### src/rtl/code_sequencer_pkg.sv
// Shared definitions for the colour-code sequencer: press colours, FSM states
// and the helper that pulls one 3-bit symbol out of the 12-bit code word.
package code_sequencer_pkg;

  // Colour values on the {red, blue, green} press bus; the detector uses the same ones.
  localparam logic [2:0] RED   = 3'b100;
  localparam logic [2:0] BLUE  = 3'b010;
  localparam logic [2:0] GREEN = 3'b001;
  localparam logic [2:0] NONE  = 3'b000;

  typedef enum logic [2:0] {
    ST_IDLE,
    ST_START,
    ST_PRESS,
    ST_GAP,
    ST_LISTEN,
    ST_REPORT
  } state_t;

  // symbol0 is the most significant field, so it is the first one sent.
  function automatic logic [2:0] code_symbol(input logic [11:0] code,
                                             input logic [1:0]  idx);
    logic [2:0] sym;
    case (idx)
      2'd0:    sym = code[11:9];
      2'd1:    sym = code[8:6];
      2'd2:    sym = code[5:3];
      default: sym = code[2:0];
    endcase
    return sym;
  endfunction

endpackage

### src/rtl/code_sequencer.sv
// Keypad model for the colour-code lock: sends the start strobe, then four
// presses separated by GAP idle cycles, then watches U and reports pass/fail.
module code_sequencer
  import code_sequencer_pkg::*;
#(
  parameter int GAP     = 2,
  parameter int TIMEOUT = 4
) (
  input  logic        Clk,
  input  logic        Reset,
  input  logic        Go,
  input  logic [11:0] Code,
  input  logic        U,
  output logic        S,
  output logic [2:0]  Out,
  output logic        Busy,
  output logic        Done,
  output logic        Pass
);

  localparam int CNT_MAX = (GAP > TIMEOUT) ? GAP : TIMEOUT;
  localparam int CW      = (CNT_MAX < 1) ? 1 : $clog2(CNT_MAX + 1);

  // The counter is loaded with length-1 so that its zero cycle is the final one.
  localparam logic [CW-1:0] GAP_LOAD    = (GAP > 0) ? CW'(GAP - 1) : '0;
  localparam logic [CW-1:0] LISTEN_LOAD = (TIMEOUT > 0) ? CW'(TIMEOUT - 1) : '0;

  state_t          r_state;
  logic [1:0]      r_idx;
  logic [CW-1:0]   r_cnt;
  logic [11:0]     r_code;
  logic            r_s;
  logic [2:0]      r_out;
  logic            r_busy;
  logic            r_done;
  logic            r_pass;

  state_t          w_next_state;
  logic [1:0]      w_idx_next;
  logic [CW-1:0]   w_cnt_next;
  logic [11:0]     w_code_next;
  logic            w_s_next;
  logic [2:0]      w_out_next;
  logic            w_busy_next;
  logic            w_done_next;
  logic            w_pass_next;
  logic            w_last_sym;
  logic            w_cnt_zero;

  assign w_last_sym = (r_idx == 2'd3);
  assign w_cnt_zero = (r_cnt == '0);

  // State and output registers. Outputs are computed from the next state so
  // they change on the same edge as the state and reach the detector glitch-free.
  always_ff @(posedge Clk) begin
    // NOTE: non-blocking assignments keep every register sampling pre-edge values.
    if (Reset) begin
      r_state <= ST_IDLE;
      r_idx   <= '0;
      r_cnt   <= '0;
      // NOTE: the latched code is reset too; it is one register, not a memory array.
      r_code  <= '0;
      r_s     <= 1'b0;
      r_out   <= NONE;
      r_busy  <= 1'b0;
      r_done  <= 1'b0;
      r_pass  <= 1'b0;
    end else begin
      r_state <= w_next_state;
      r_idx   <= w_idx_next;
      r_cnt   <= w_cnt_next;
      r_code  <= w_code_next;
      r_s     <= w_s_next;
      r_out   <= w_out_next;
      r_busy  <= w_busy_next;
      r_done  <= w_done_next;
      r_pass  <= w_pass_next;
    end
  end

  always_comb begin
    // NOTE: default first so every path assigns and no latch is inferred.
    w_next_state = r_state;
    case (r_state)
      ST_IDLE:   if (Go) w_next_state = ST_START;
      ST_START:  w_next_state = ST_PRESS;
      ST_PRESS: begin
        if (w_last_sym)   w_next_state = ST_LISTEN;
        else if (GAP > 0) w_next_state = ST_GAP;
        else              w_next_state = ST_PRESS;
      end
      ST_GAP:    if (w_cnt_zero) w_next_state = ST_PRESS;
      ST_LISTEN: if (U || w_cnt_zero) w_next_state = ST_REPORT;
      ST_REPORT: w_next_state = ST_IDLE;
      default:   w_next_state = ST_IDLE;
    endcase
  end

  always_comb begin
    w_idx_next  = r_idx;
    w_cnt_next  = r_cnt;
    w_code_next = r_code;
    w_pass_next = r_pass;

    case (r_state)
      ST_IDLE: begin
        if (Go) begin
          w_code_next = Code;
          w_pass_next = 1'b0;
          w_idx_next  = '0;
        end
      end
      // Advancing on the way out of Press lets Gap carry the next index.
      ST_PRESS:  if (!w_last_sym) w_idx_next = r_idx + 2'd1;
      ST_LISTEN: begin
        if (U)               w_pass_next = 1'b1;
        else if (w_cnt_zero) w_pass_next = 1'b0;
      end
      default: ;
    endcase

    // One counter serves Gap and Listen: load on entry, stop at zero.
    if (w_next_state != r_state) begin
      case (w_next_state)
        ST_GAP:    w_cnt_next = GAP_LOAD;
        ST_LISTEN: w_cnt_next = LISTEN_LOAD;
        default:   w_cnt_next = '0;
      endcase
    end else if (!w_cnt_zero) begin
      w_cnt_next = r_cnt - 1'b1;
    end

    w_s_next    = (w_next_state == ST_START);
    w_out_next  = (w_next_state == ST_PRESS) ? code_symbol(r_code, w_idx_next) : NONE;
    w_busy_next = (w_next_state != ST_IDLE);
    w_done_next = (w_next_state == ST_REPORT);
  end

  assign S    = r_s;
  assign Out  = r_out;
  assign Busy = r_busy;
  assign Done = r_done;
  assign Pass = r_pass;

endmodule
### config.mk
export PLATFORM = sky130hd
export DESIGN_NAME = code_sequencer
export DESIGN_NICKNAME = d
export VERILOG_FILES = /design/src/rtl/code_sequencer_pkg.sv /design/src/rtl/code_sequencer.sv
export SDC_FILE = /design/constraint.sdc
export NUM_CORES = 1
export LEC_CHECK = 0
export CELL_PAD_IN_SITES_DETAIL_PLACEMENT = 0
export CELL_PAD_IN_SITES_GLOBAL_PLACEMENT = 1
export CORE_ASPECT_RATIO = 1.1
export CORE_MARGIN = 4
export CORE_UTILIZATION = 36
export CTS_BUF_LIST = sky130_fd_sc_hd__clkbuf_8
export DETAILED_ROUTE_END_ITERATION = 7
export DONT_BUFFER_PORTS = 1
export PLACE_DENSITY_LB_ADDON = 0.1
export SYNTH_ARGS = -nofsm -noshare
export SYNTH_HDL_FRONTEND = slang
export SYNTH_SLANG_ARGS = --single-unit
### constraint.sdc
create_clock -name Clk -period 3.7 [get_ports Clk]
set_input_delay 0.925 -clock Clk [delete_from_list [all_inputs] [get_ports Clk]]
set_output_delay 0.925 -clock Clk [all_outputs]
set_load 0.05 [all_outputs]
Run 1, logic cells by family:
Drawn at 6 px/um.
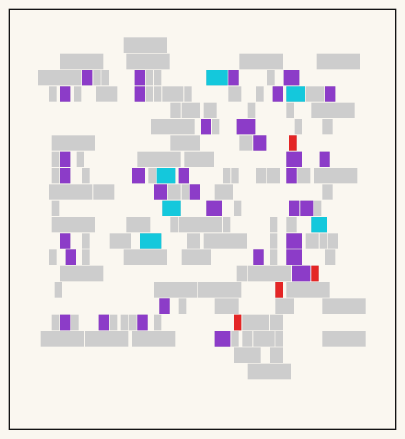
| family | color | cells |
|---|---|---|
| inv cells | red | 4 |
| aoi and oai cells | purple | 34 |
| non-inverting ao/oa cells | cyan | 6 |
final non-filler cell total: 199
fraction of area in multi-input gates: 0.498

Run 1, clock distribution:
Drawn at 6 px/um.
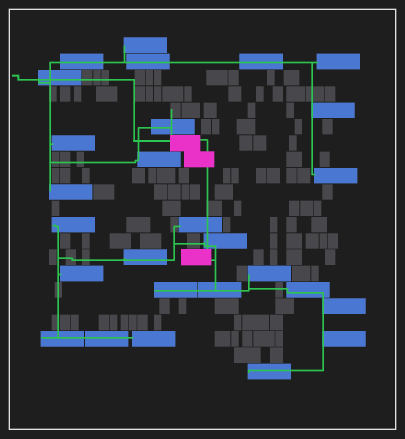
[clock wires] green | length: 335 um
[flip-flops] blue | count: 27
[clock-net drivers] magenta | count: 3
flops lie: widely spread
clock share of power: 0.271
Worst-Skew Late Latency: 0.27 ns
clock network power: 0.166 mW
skew final: 0.00332 ns

==> results.sh, run 1 <==
# source this file to load flow results
export IMPL_status="complete, no violations"
export IMPL_final_util=0.396
export IMPL_fmax_mhz=466
export IMPL_setup_worst_path_end="Out[0]"
export IMPL_yosys_top_cells_count="nand2_1, dfxtp_1, a21oi_1"
export IMPL_cts_htree_levels=1
export IMPL_die_x_um=64.2
export IMPL_chipArea_sq_mm=0.00448
export IMPL_dr_wl_met3_um=118
export IMPL_switching_power_mw=0.184
export IMPL_rows=22
export IMPL_num_multi_input_gates=116
export IMPL_slew_headroom=0.633
export IMPL_cts_sinks=27
export IMPL_fin_crit_sh=0.580
export IMPL_fin_crit_ns=2.15
export IMPL_critical_path_slowest_cell="dfxtp_1"
export IMPL_drtIter0Drc=74
export IMPL_synthXorXnorAreaFrac=0.0140
export IMPL_holdWs_ns=0.451
export IMPL_synth_most_common_cell="nand2_1"
export IMPL_critPathLaunchType="flip-flop"
export IMPL_overflow=0
export IMPL_synth_edff_count=0
export IMPL_grt_max_degree=25
export IMPL_yosys_area_sq_mm=0.00125
export IMPL_ctsHoldBuffers=0
export IMPL_warnings=27
export IMPL_n_sequential_cell=27
export IMPL_min_from="r_code[4]"
export IMPL_comb_power_mw=0.104
export IMPL_pwr_density_cell_mw_per_mm2=465
export IMPL_synthArstFlopShare=0
export IMPL_cp_num_cells=5
export IMPL_initial_core_util=0.375
export IMPL_r2r_end="Out[0]"
export IMPL_syn_inst=157
export IMPL_grt_pass1_wl_um=4500
export IMPL_finalHoldViolCount=0
export IMPL_dp_cells=195
export IMPL_crit_fanout=16
export IMPL_die_size_y_um=69.8
export IMPL_crit_buf_inv=0
export IMPL_logic_area_sq_um=656
export IMPL_wl_met2_um=1370
export IMPL_sh_seq_area=0.410
export IMPL_sw_frac_of_total=0.300
export IMPL_crit_path_start="r_state[1]"
export IMPL_buffers=0
export IMPL_p_comb_frac=0.170
export IMPL_cpPeakStageDelay_ns=0.65
export IMPL_cts_tree="built"
export IMPL_grt_busiest_layer="met2"
export IMPL_yosys_cells=157
export IMPL_buf_share=0
export IMPL_met1Wirelength_um=1210
export IMPL_synth_area_per_cell_sq_um=7.95
export IMPL_yosysUniqueCellTypes=34
export IMPL_yosysWarnings=0
export IMPL_synthAdderAreaFrac=0.0200
export IMPL_finalSetupViolCount=0
export IMPL_peakVddDrop_mv=0.196
export IMPL_simple_gate_area_frac=0.231
export IMPL_critPathRequiredTime_ns=3.87
export IMPL_cp_arrival_ns=2.32
export IMPL_reg2reg_slack_ns=1.55
export IMPL_wl_per_cell_um=13.6
export IMPL_path_cells="nor2b_1, and2_4, or3_1, mux2_1, o211a_1"
export IMPL_final_antenna_net_count=0
export IMPL_nWellTaps=48
export IMPL_largestClassByArea="combinational gates"
export IMPL_ys_flop_type="dfxtp_1"
export IMPL_drv_slew=0
export IMPL_drc=0
export IMPL_top_cell_area_share=0.433
export IMPL_internal_power_mw=0.429
export IMPL_top_area_cell="dfxtp_1"
export IMPL_finalSetupTns_ns=0
export IMPL_core_sq_mm=0.00333
export IMPL_rsz0062_at_grt="no"
export IMPL_layout_nets=170
export IMPL_worstRegToRegCells=5
export IMPL_ctsLongestPathBuffers=2
export IMPL_syn_cell_area_sq_mm=0.00125
export IMPL_num_antenna_cells=0
export IMPL_synthTopLogicFamily="simple AND/OR/NAND/NOR gates"
export IMPL_root_buffer="clkbuf_8"
export IMPL_synth_cellmix_compoundShare=0.201
export IMPL_via_per_inst=5.06
export IMPL_power_leakage_nw=0.487
export IMPL_power_leader="sequential cells"
export IMPL_areaGrowthSynthToFinish_pct=5.51
Run 1, wires at chosen ports, followed through buffers:
Drawn at 6 px/um.
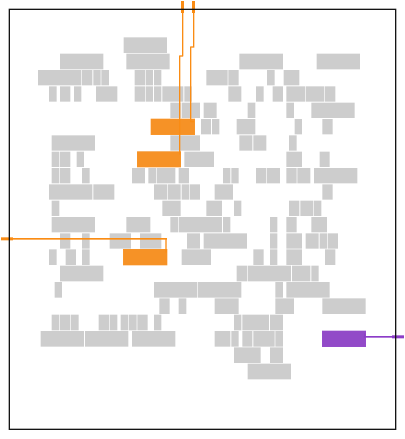
| port | color | bits | direction | end cells | buffers | wire |
|---|---|---|---|---|---|---|
| `S` | purple | 1 | output | 1 | 0 | 5.30 um |
| `Out` | orange | 3 | output | 3 | 0 | 71.3 um |
I/O Pins: 23
I/O Buffers: 0

--- run 2 (diff from run 1) ---
Clock period 3.7 ns to 1.9 ns, I/O delays scaled along.
Run 2, wire density map:
Drawn at 6 px/um. 13 x 14 tiles, from white (low) to dark blue (high), scaled to the fullest tile. Values are wire area over tile area, all layers added.
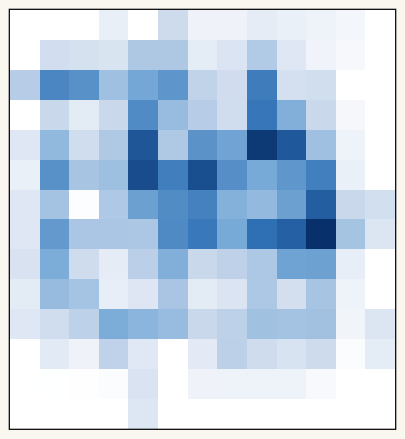
mean over tiles: 0.098
fullest tile: 0.37
nearly empty tiles: 20%
Tot GR Track Use: 0.135
Routed WL per cell: 13.3 um
routed wire length: 2810 um

==> run 2 against run 1 <==
Against the previous run:
- via count grew 5.2%
- core utilization up 2.9 points
- non-clock buffer count increased by 13
- sequential share of layout area decreased by 2.8 points
- die area unchanged
- combinational power rose to 2.6 times the previous value
- setup slack worse by 1.4 ns
- cell count is 6.5% higher
- first-iteration DRC count decreased by 32%
- wire length up 3.7%
- count of clock-buffer cells in the layout unchanged
- area after synthesis stayed put
- largest cell class unchanged
- largest power group unchanged
==> results.sh, run 2 <==
# source this file to load flow results
export IMPL_flop_area_sq_um=541
export IMPL_yosys_cells=157
export IMPL_chipArea_sq_mm=0.00448
export IMPL_fin_worst_skew_ns=0.00243
export IMPL_power_leader="sequential cells"
export IMPL_reg2reg_slack_ns=0.13
export IMPL_fin_crit_sh=0.929
export IMPL_rows=22
export IMPL_power_total_mw=1.24
export IMPL_overflow=0
export IMPL_dp_cells=208
export IMPL_holdWs_ns=0.257
export IMPL_wl_met2_um=1410
export IMPL_syn_cell_area_sq_mm=0.00125
export IMPL_switching_power_mw=0.364
export IMPL_buffers=13
export IMPL_syn_inst=157
export IMPL_topRoutingLayerUsed="met4"
export IMPL_nWellTaps=48
export IMPL_cp_arrival_ns=1.93
export IMPL_synthTopLogicFamily="simple AND/OR/NAND/NOR gates"
export IMPL_initial_core_util=0.375
export IMPL_comb_power_mw=0.267
export IMPL_cp_num_cells=5
export IMPL_setup_worst_path_end="Out[0]"
export IMPL_io_pins=23
export IMPL_ctsHoldBuffers=0
export IMPL_min_from="Reset"
export IMPL_slew_headroom=0.639
export IMPL_rsz0062_at_grt="no"
export IMPL_finalSetupTns_ns=0
export IMPL_internal_power_mw=0.873
export IMPL_pg_clk_mw=0.317
export IMPL_cpPeakStageDelay_ns=0.45
export IMPL_synth_edff_count=0
export IMPL_n_sequential_cell=27
export IMPL_synthXorXnorAreaFrac=0.0140
export IMPL_die_size_y_um=69.8
export IMPL_crit_fanout=7
export IMPL_critPathRequiredTime_ns=2.07
export IMPL_met1Wirelength_um=1240
export IMPL_yosysWarnings=0
export IMPL_clk_latency_ns=0.27
export IMPL_largest_register_ffs=12
export IMPL_num_antenna_cells=0
export IMPL_crit_path_start="r_state[1]"
export IMPL_drc=0
export IMPL_top_cell_area_share=0.433
export IMPL_warnings=27
export IMPL_status="complete, no violations"
export IMPL_root_buffer="clkbuf_8"
export IMPL_yosys_area_sq_mm=0.00125
export IMPL_logic_area_sq_um=656
export IMPL_critical_path_slowest_cell="dfxtp_1"
export IMPL_yosysUniqueCellTypes=34
export IMPL_largestClassByArea="combinational gates"
export IMPL_fin_crit_ns=1.77
export IMPL_dr_wl_met3_um=114
export IMPL_critPathLaunchType="flip-flop"
export IMPL_path_cells="nor2b_1, and2_4, or3_1, mux2_1, o211a_1"
export IMPL_crit_buf_inv=0
export IMPL_post_cts_resized=0
export IMPL_die_x_um=64.2
export IMPL_buf_share=0.0690
export IMPL_synth_cellmix_compoundShare=0.201
export IMPL_drv_slew=0
export IMPL_cts_sinks=27
export IMPL_ctsLongestPathBuffers=2
export IMPL_final_util=0.424
export IMPL_grt_max_degree=25
export IMPL_core_sq_mm=0.00333
export IMPL_yosys_top_cells_count="nand2_1, dfxtp_1, a21oi_1"
export IMPL_synthArstFlopShare=0
export IMPL_clock_power_share=0.256
export IMPL_drtIter0Drc=50
export IMPL_areaGrowthSynthToFinish_pct=13.2
export IMPL_dp_slack_ns=0.0917
export IMPL_top_area_cell="dfxtp_1"
export IMPL_power_leakage_nw=0.551
export IMPL_pwr_share_seq=0.528
export IMPL_num_multi_input_gates=116
export IMPL_worstRegToRegCells=5
export IMPL_layout_nets=183
export IMPL_synthAdderAreaFrac=0.0200
export IMPL_finalSetupViolCount=0
export IMPL_top_cells_by_area="dfxtp_1, nand2_1, a21oi_1"
export IMPL_sw_frac_of_total=0.294
export IMPL_r2r_end="Out[0]"
export IMPL_synth_most_common_cell="nand2_1"
export IMPL_simple_gate_area_frac=0.231
export IMPL_finalHoldViolCount=0
export IMPL_r2r_start="r_state[1]"
export IMPL_cts_tree="built"
export IMPL_sh_seq_area=0.382
export IMPL_ys_flop_type="dfxtp_1"
export IMPL_grt_pass1_wl_um=4770
export IMPL_final_antenna_net_count=0
export IMPL_p_comb_frac=0.216
export IMPL_cts_htree_levels=1
export IMPL_grt_busiest_layer="met2"
Run 2, logic cells by family:
Drawn at 6 px/um.
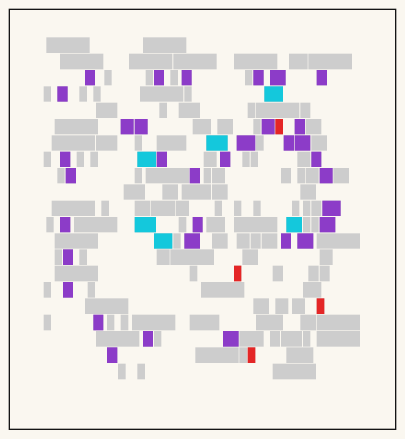
| family | color | cells |
|---|---|---|
| inv cells | red | 4 |
| aoi and oai cells | purple | 34 |
| non-inverting ao/oa cells | cyan | 6 |
most frequent logic cell in the layout: nand2_1
final non-filler cell total: 212
fraction of area in multi-input gates: 0.464

--- run 3 (diff from run 2) ---
Settings changed: ABC_AREA set to 1, MAX_ROUTING_LAYER set to met4, SLEW_MARGIN set to 20.
Run 3, wire density map:
Drawn at 6 px/um. 13 x 14 tiles, from white (low) to dark blue (high), scaled to the fullest tile. Values are wire area over tile area, all layers added.
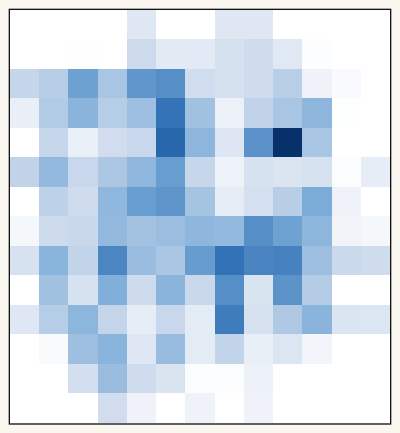
fullest tile: 0.38
tiles over half the peak: 11%
emptiest ninth of the die: lower right
densest ninth of the die: center
routed wire length: 2390 um
detailed-route via count: 986
Tot GR Track Use: 0.127

==> run 3 against run 2 <==
Against the previous run:
- setup slack improved by 0.16 ns
- sequential share of layout area increased by 3.4 points
- die area is 2.6% lower
- non-clock buffer count is 11 lower
- largest power group unchanged
- global-route usage fell by 0.79 points
- power is 1.4% higher
- clock skew fell by 0.0010 ns
- combinational power fell by 1%
- synthesized cell count grew 3.8%
- register-to-register slack improved by 0.16 ns
==> results.sh, run 3 <==
# source this file to load flow results
export IMPL_status="complete, no violations"
export IMPL_r2r_end="Busy"
export IMPL_sw_frac_of_total=0.315
export IMPL_n_sequential_cell=27
export IMPL_synth_area_per_cell_sq_um=7.44
export IMPL_dr_pass1_iters=2
export IMPL_syn_cell_area_sq_mm=0.00121
export IMPL_rsz0062_at_grt="no"
export IMPL_synthTopLogicFamily="simple AND/OR/NAND/NOR gates"
export IMPL_synthXorXnorAreaFrac=0.0144
export IMPL_antenna_found_initial=0
export IMPL_warnings=27
export IMPL_wl_per_cell_um=12.0
export IMPL_ys_ff=27
export IMPL_clock_power_share=0.251
export IMPL_met1_usage=0.119
export IMPL_power_leader="sequential cells"
export IMPL_yosys_area_sq_mm=0.00121
export IMPL_die_x_um=63.3
export IMPL_pwr_density_cell_mw_per_mm2=968
export IMPL_crit_path_start="r_cnt[0]"
export IMPL_hold_path_class="input pin to flip-flop"
export IMPL_synth_edff_count=0
export IMPL_stdcell_count=199
export IMPL_placed_area_sq_mm=0.00125
export IMPL_synth_cellmix_compoundShare=0.109
export IMPL_dp_hpwl_um=1870
export IMPL_setup_worst_path_end="Busy"
export IMPL_comb_power_mw=0.263
export IMPL_ys_flop_type="dfxtp_1"
export IMPL_whs_endpoint="r_cnt[2]"
export IMPL_yosys_top_cells_count="nor2_1, dfxtp_1, nand2_1"
export IMPL_fmax_mhz=623
export IMPL_drc=0
export IMPL_crit_fanout=5
export IMPL_drtIter0Drc=21
export IMPL_path_cells="inv_1, ha_1, nand2_2, nand2_1, nand2_4, nand2_2, nor2_4, nor2_2, or3_1"
export IMPL_dp_cells=195
export IMPL_buf_share=0.0116
export IMPL_place_port_buffers=0
export IMPL_die_size_y_um=68.9
export IMPL_flop_area_sq_um=541
export IMPL_dp_slack_ns=0.309
export IMPL_buffers=2
export IMPL_cp_arrival_ns=1.76
export IMPL_yosysWarnings=0
export IMPL_fin_crit_sh=0.845
export IMPL_grt_max_degree=18
export IMPL_layout_top_cell="nor2_1"
export IMPL_sh_seq_area=0.417
export IMPL_largestClassByArea="combinational gates"
export IMPL_finalHoldViolCount=0
export IMPL_power_total_mw=1.26
export IMPL_switching_power_mw=0.395
export IMPL_wl_met2_um=1300
export IMPL_rows=21
export IMPL_synthAdderAreaFrac=0.0206
export IMPL_internal_power_mw=0.860
export IMPL_drv_slew=0
export IMPL_core_sq_mm=0.00313
export IMPL_regMostFlops="r_code"
export IMPL_grt_pass1_wl_um=4110
export IMPL_nNonClkInverters=21
export IMPL_seq_cell_power_mw=0.677
export IMPL_cpPeakStageDelay_ns=0.36
export IMPL_top_cell_area_share=0.446
export IMPL_p_comb_frac=0.210
export IMPL_fin_ws_ns=0.295
export IMPL_num_clock_buffers=3
export IMPL_clk_latency_ns=0.27
export IMPL_cts_tree="built"
export IMPL_crit_type="flip-flop to flip-flop"
export IMPL_areaGrowthSynthToFinish_pct=7.02
export IMPL_gp_congestion=0.860
export IMPL_sh_comb_area=0.444
export IMPL_top_area_cell="dfxtp_1"
export IMPL_maxCapViolations=0
export IMPL_top_cells_by_area="dfxtp_1, nor2_1, o21ai_0"
export IMPL_grt_busiest_layer="met2"
export IMPL_via_per_inst=4.95
export IMPL_fillers=340
export IMPL_slew_headroom=0.660
export IMPL_synth_most_common_cell="nor2_1"
export IMPL_critical_path_slowest_cell="dfxtp_1"
export IMPL_dr_wl_met3_um=66
export IMPL_io_pins=23
export IMPL_met1Wirelength_um=1000
export IMPL_ctsLongestPathBuffers=2
export IMPL_drive_gt1_frac=0.158
export IMPL_path_delay_family="simple AND/OR/NAND/NOR gates"
export IMPL_holdWs_ns=0.265
export IMPL_overflow=0
export IMPL_fin_crit_ns=1.60
export IMPL_cts_sinks=27
export IMPL_seq_area_frac_synth=0.446
export IMPL_initial_core_util=0.388
export IMPL_path_clk_slew_ns=0.09
export IMPL_num_antenna_cells=0
export IMPL_fin_worst_skew_ns=0.00141
export IMPL_r2r_start="r_cnt[0]"
export IMPL_hold_depth=1
export IMPL_num_multi_input_gates=111
export IMPL_largest_register_ffs=12
export IMPL_layout_top_cells="nor2_1, dfxtp_1, inv_1, nand2_1, o21ai_0"
export IMPL_root_buffer="clkbuf_8"
export IMPL_finalSetupTns_ns=0
export IMPL_cp_num_cells=9
export IMPL_area_share_clock_buf_inv=0.0347
export IMPL_syn_inst=163
export IMPL_pg_clk_mw=0.316
export IMPL_ctsHoldBuffers=0
export IMPL_cts_setup_buffers=0
export IMPL_nWellTaps=34
export IMPL_yosys_cells=163
export IMPL_logic_area_sq_um=576
export IMPL_crit_buf_inv=1
export IMPL_finalSetupViolCount=0
export IMPL_syn_nets=181
export IMPL_synthArstFlopShare=0
export IMPL_critPathLaunchType="flip-flop"
export IMPL_topRoutingLayerUsed="met4"
export IMPL_final_util=0.415
export IMPL_cts_htree_levels=1
export IMPL_layout_nets=184
export IMPL_muxShareOfSynthArea=0.00826
export IMPL_yosysUniqueCellTypes=26
export IMPL_reg2reg_slack_ns=0.30
export IMPL_simple_gate_area_frac=0.322
export IMPL_final_antenna_net_count=0
export IMPL_pwr_share_seq=0.539
export IMPL_worstSetupEndpointType="flip-flop"
export IMPL_post_cts_resized=0
export IMPL_cpMostUsedCell="nand2_2"
export IMPL_worstRegToRegCells=9
export IMPL_peakVddDrop_mv=0.359
export IMPL_chipArea_sq_mm=0.00436
export IMPL_power_leakage_nw=0.590
export IMPL_critPathRequiredTime_ns=2.06
export IMPL_min_from="Reset"
Run 3, routing congestion map:
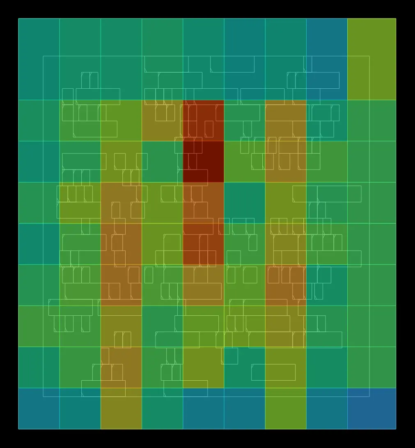
Global Route met2 Usage: 0.250
GR Util met3: 0.0292

No activity file was given, so power comes from the tool's default toggle rates.
